`config.mk`:
```
export PLATFORM = sky130hd
export DESIGN_NAME = dma_cmd_sequencer
export DESIGN_NICKNAME = d
export VERILOG_FILES = /design/src/rtl/dma_cmd_sequencer.sv
export SDC_FILE = /design/constraint.sdc
export NUM_CORES = 1
export LEC_CHECK = 0
export CAP_MARGIN = 20
export CORE_MARGIN = 1
export CORE_UTILIZATION = 54
export CTS_CLUSTER_DIAMETER = 120
export CTS_CLUSTER_SIZE = 12
export DETAILED_ROUTE_END_ITERATION = 8
export GPL_TIMING_DRIVEN = 1
export PLACE_DENSITY = 0.77
export SLEW_MARGIN = 30
export SYNTH_ARGS = -nofsm -noshare
export SYNTH_HDL_FRONTEND = slang
export SYNTH_SLANG_ARGS = --single-unit
```
`constraint.sdc`:
```
create_clock -name clock -period 3.8 [get_ports clock]
set_input_delay 0.57 -clock clock [delete_from_list [all_inputs] [get_ports clock]]
set_output_delay 0.57 -clock clock [all_outputs]
set_load 0.02 [all_outputs]
```
`src/rtl/dma_cmd_sequencer.sv`:
```
// dma_cmd_sequencer: FIFO-buffered command sequencer dispatching CPU words or running HOLD/HLDA-arbitrated DMA transfers
// Ports: clock/reset_n (async active-low); cmd_valid/cmd_word in, cmd_ready/fifo_count out (FIFO side);
// cpu_enable/cpu_word out, cpu_busy in (processor side); hold out, hlda in (bus handshake);
// dma_start/dma_length/dma_dst/dma_src out, dma_done in (DMA engine); err_zero_len, idle status out.
module dma_cmd_sequencer #(
  parameter int DEPTH = 4,
  localparam int CW = $clog2(DEPTH) + 1
) (
  input  logic          clock,
  input  logic          reset_n,
  input  logic          cmd_valid,
  input  logic [24:0]   cmd_word,
  output logic          cmd_ready,
  output logic [CW-1:0] fifo_count,
  output logic          cpu_enable,
  output logic [24:0]   cpu_word,
  input  logic          cpu_busy,
  output logic          hold,
  input  logic          hlda,
  output logic          dma_start,
  output logic [7:0]    dma_length,
  output logic [7:0]    dma_dst,
  output logic [7:0]    dma_src,
  input  logic          dma_done,
  output logic          err_zero_len,
  output logic          idle
);
  localparam int AW = $clog2(DEPTH);
  typedef enum logic [2:0] {IDLE, CPU_ISSUE, CPU_WAIT, DMA_REQ, DMA_RUN, DMA_REL} state_t;
  state_t state, state_d;
  logic [24:0] mem [DEPTH];
  logic [AW-1:0] wr_ptr, rd_ptr;
  logic [24:0] head;
  logic push, pop, zero_len;
  logic [CW-1:0] count_d;
  assign head = mem[rd_ptr];
  assign zero_len = head[7:0] == 8'd0;
  assign push = cmd_valid && cmd_ready;
  always_comb begin
    state_d = state;
    pop = 1'b0;
    unique case (state)
      IDLE: if (fifo_count != '0) begin
        pop = 1'b1;
        state_d = !head[24] ? CPU_ISSUE : zero_len ? IDLE : DMA_REQ;
      end
      CPU_ISSUE: state_d = CPU_WAIT;
      CPU_WAIT:  state_d = cpu_busy ? CPU_WAIT : IDLE;
      DMA_REQ:   state_d = hlda ? DMA_RUN : DMA_REQ;
      // dma_start marks the first cycle of DMA_RUN, during which dma_done is ignored
      DMA_RUN:   state_d = (dma_done && !dma_start) ? DMA_REL : DMA_RUN;
      DMA_REL:   state_d = hlda ? DMA_REL : IDLE;
      default:   state_d = IDLE;
    endcase
    count_d = fifo_count + CW'(push) - CW'(pop);
  end
  always_ff @(posedge clock)
    if (push) mem[wr_ptr] <= cmd_word;
  always_ff @(posedge clock or negedge reset_n) begin
    if (!reset_n) begin
      state        <= IDLE;
      wr_ptr       <= '0;
      rd_ptr       <= '0;
      fifo_count   <= '0;
      cmd_ready    <= 1'b1;
      idle         <= 1'b1;
      cpu_enable   <= 1'b0;
      cpu_word     <= '0;
      hold         <= 1'b0;
      dma_start    <= 1'b0;
      dma_length   <= '0;
      dma_dst      <= '0;
      dma_src      <= '0;
      err_zero_len <= 1'b0;
    end else begin
      state        <= state_d;
      fifo_count   <= count_d;
      cmd_ready    <= count_d < CW'(DEPTH);
      idle         <= state_d == IDLE && count_d == '0;
      if (push) wr_ptr <= wr_ptr + AW'(1);
      if (pop) rd_ptr <= rd_ptr + AW'(1);
      cpu_enable   <= state_d == CPU_ISSUE;
      hold         <= state_d == DMA_REQ || state_d == DMA_RUN;
      dma_start    <= state == DMA_REQ && hlda;
      err_zero_len <= pop && head[24] && zero_len;
      if (pop && !head[24]) cpu_word <= head;
      if (pop && head[24] && !zero_len) {dma_src, dma_dst, dma_length} <= head[23:0];
    end
  end
endmodule

```
==> results.txt, run 1 <==
run metrics: global routing's busiest layer met2, Post-CTS Setup Inserts 0, CTS Buf Count 17, Avg Cell Area, Syn 20.5 um2, Non-CTS inverters 7, top flop regs mem (100), cpu_word (25), cell row count 38, Worst EP required 4100 ps, gr usage total 21.5%, dominant power group registers, worst hold path class primary input to asynchronous set/reset pin, Post-DP Area 7290 um2, remaining global-route overflow 0, CP max stage cell dfrtp_2, routing usage on met2 36.0%, DR iter-0 viols 163, Psw 2270 uW, largest net degree at the start of global routing 46, clock sink count 165, Max Clock Freq 299 MHz, leakage 0.00290 uW, CTS Hold Bufs 0, post_cts resized 0, first-pass GRT wire length 17.9 mm, Synth Instances 304, critical path endpoint cpu_word[16], Power Total 7000 uW, WS Path Type flip-flop to flip-flop, met3 routed WL 589 um, Die Size 11900 um2, Post-DP HPWL 7.28 mm, M3 GR Usage 6.16%, Synth Flop Type edfxtp_1, switching power share of the total 32.5%, PD cells 893 nW/um2, RSZ-0062 raised after global routing no, sequential fraction of the synthesis area 74.5%, DRT antenna net count 0, Comb. pwr 2700 uW, status completed, H-tree depth 4, Critical path origin rd_ptr[0], yosys warning tally 0
### Placed standard cells, run 1

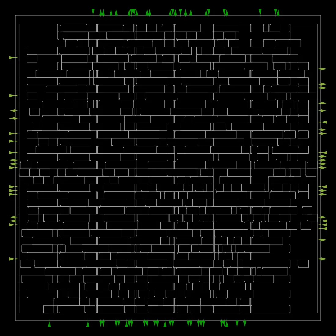
Seq/total area: 59.2%
seq_cells: 165
Tap Count: 140
Core Util, Final: 71.0%

### I/O nets highlighted, run 1

Bar = 20 um.
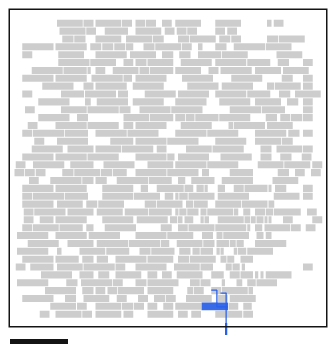
hold: marked blue, bits 1, direction output, edge bottom, end cells 1, buffers 1, wire 24.2 um.
Port-buffer cells: 88
I/O pin count: 89

### Signal wires by layer, run 1

Only two layers are drawn.
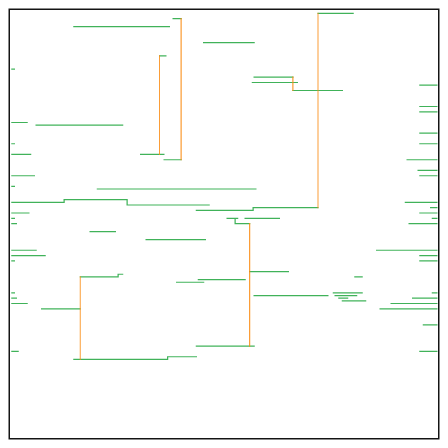
metal 4: marked orange, wire length 167 um. metal 3: marked green, wire length 589 um.

### Sequential cells grouped by signal name, run 1

Other sequential cells in the stronger grey, the rest of the logic in the fainter grey.
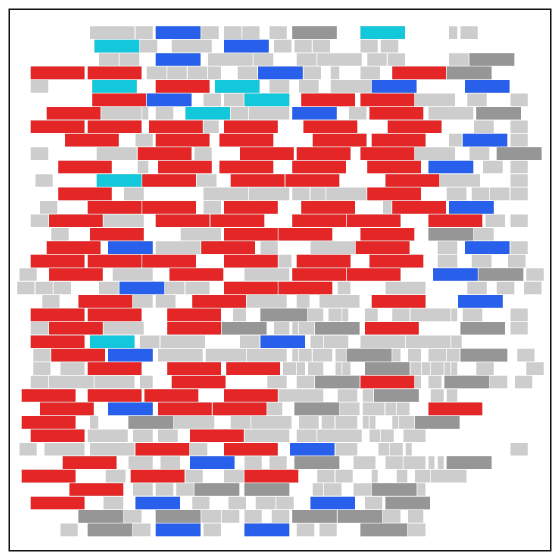

==> inputs of run 2 (changes only) <==
- REMOVE_ABC_BUFFERS: unset -> 1
- clock period: 3.8 -> 3.7 ns (I/O delays scaled with it)
### Sequential cells grouped by signal name, run 2

Other sequential cells in the stronger grey, the rest of the logic in the fainter grey.
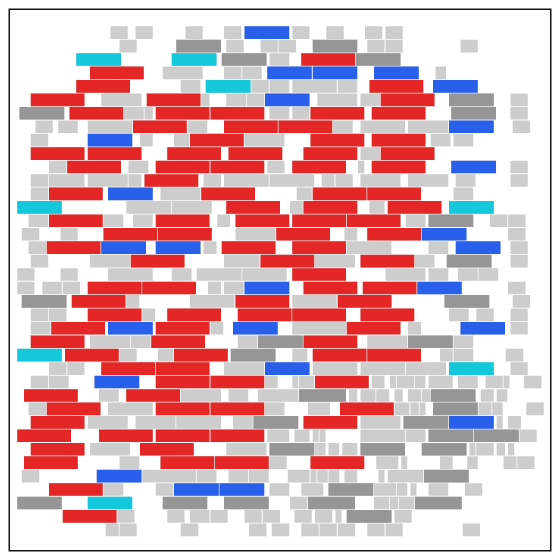
dma_src: marked cyan, flops 8, where widely spread. cpu_word: marked blue, flops 25, where widely spread. mem: marked red, flops 100.
Another 32 sequential cells are not coloured.
Flop area: 4630 um2
Core Util, Final: 71.8%
Seq/total area: 58.5%

### I/O nets highlighted, run 2

Bar = 20 um.
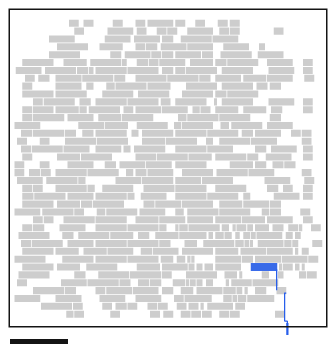
hold: marked blue, bits 1, direction output, edge bottom, end cells 1, buffers 1, wire 19.6 um.

==> run 2 against run 1 <==
Clock skew is 5.9 ps lower; power rose by 4.7%; synthesized cell count unchanged; global-route usage down 0.12 points; cell area grew 1.1%; critical endpoint is now cpu_word[15]; non-clock buffer count increased by 3; cell count increased by 0.53%; sequential share of layout area shrank 0.63 points; die area did not move; maximum frequency fell by 2.3%; core utilization increased by 0.76 points; sequential power increased by 3%.
==> results.txt, run 2 <==
run metrics: status completed, Non-CTS inverters 7 (unchanged), CP max stage cell dfrtp_2, seq_cells 165 (unchanged), dominant power group registers, RSZ-0062 raised after global routing no, Worst EP required 3990 ps (-110 ps), Synth Instances 304 (unchanged), I/O pin count 89 (unchanged), global routing's busiest layer met2, post_cts resized 0 (unchanged), PD cells 925 nW/um2 (+3.6%), Power Total 7320 uW (+4.7%), routing usage on met2 35.0% (-1.0 points), gr usage total 21.4% (-0.12 points), worst hold path class primary input to asynchronous set/reset pin, top flop regs mem (100), cpu_word (25), largest net degree at the start of global routing 42 (-8.7%), critical path endpoint cpu_word[15], cell row count 38 (unchanged), Avg Cell Area, Syn 20.5 um2 (unchanged), first-pass GRT wire length 17.9 mm (about the same), Critical path origin rd_ptr[0], Port-buffer cells 88 (unchanged), clock sink count 165 (unchanged), Psw 2360 uW (+3.8%), Synth Flop Type edfxtp_1, DR iter-0 viols 130 (-20%), Tap Count 140 (unchanged), remaining global-route overflow 0 (unchanged), H-tree depth 4 (unchanged)
Power is estimated from default activity; no workload was simulated.
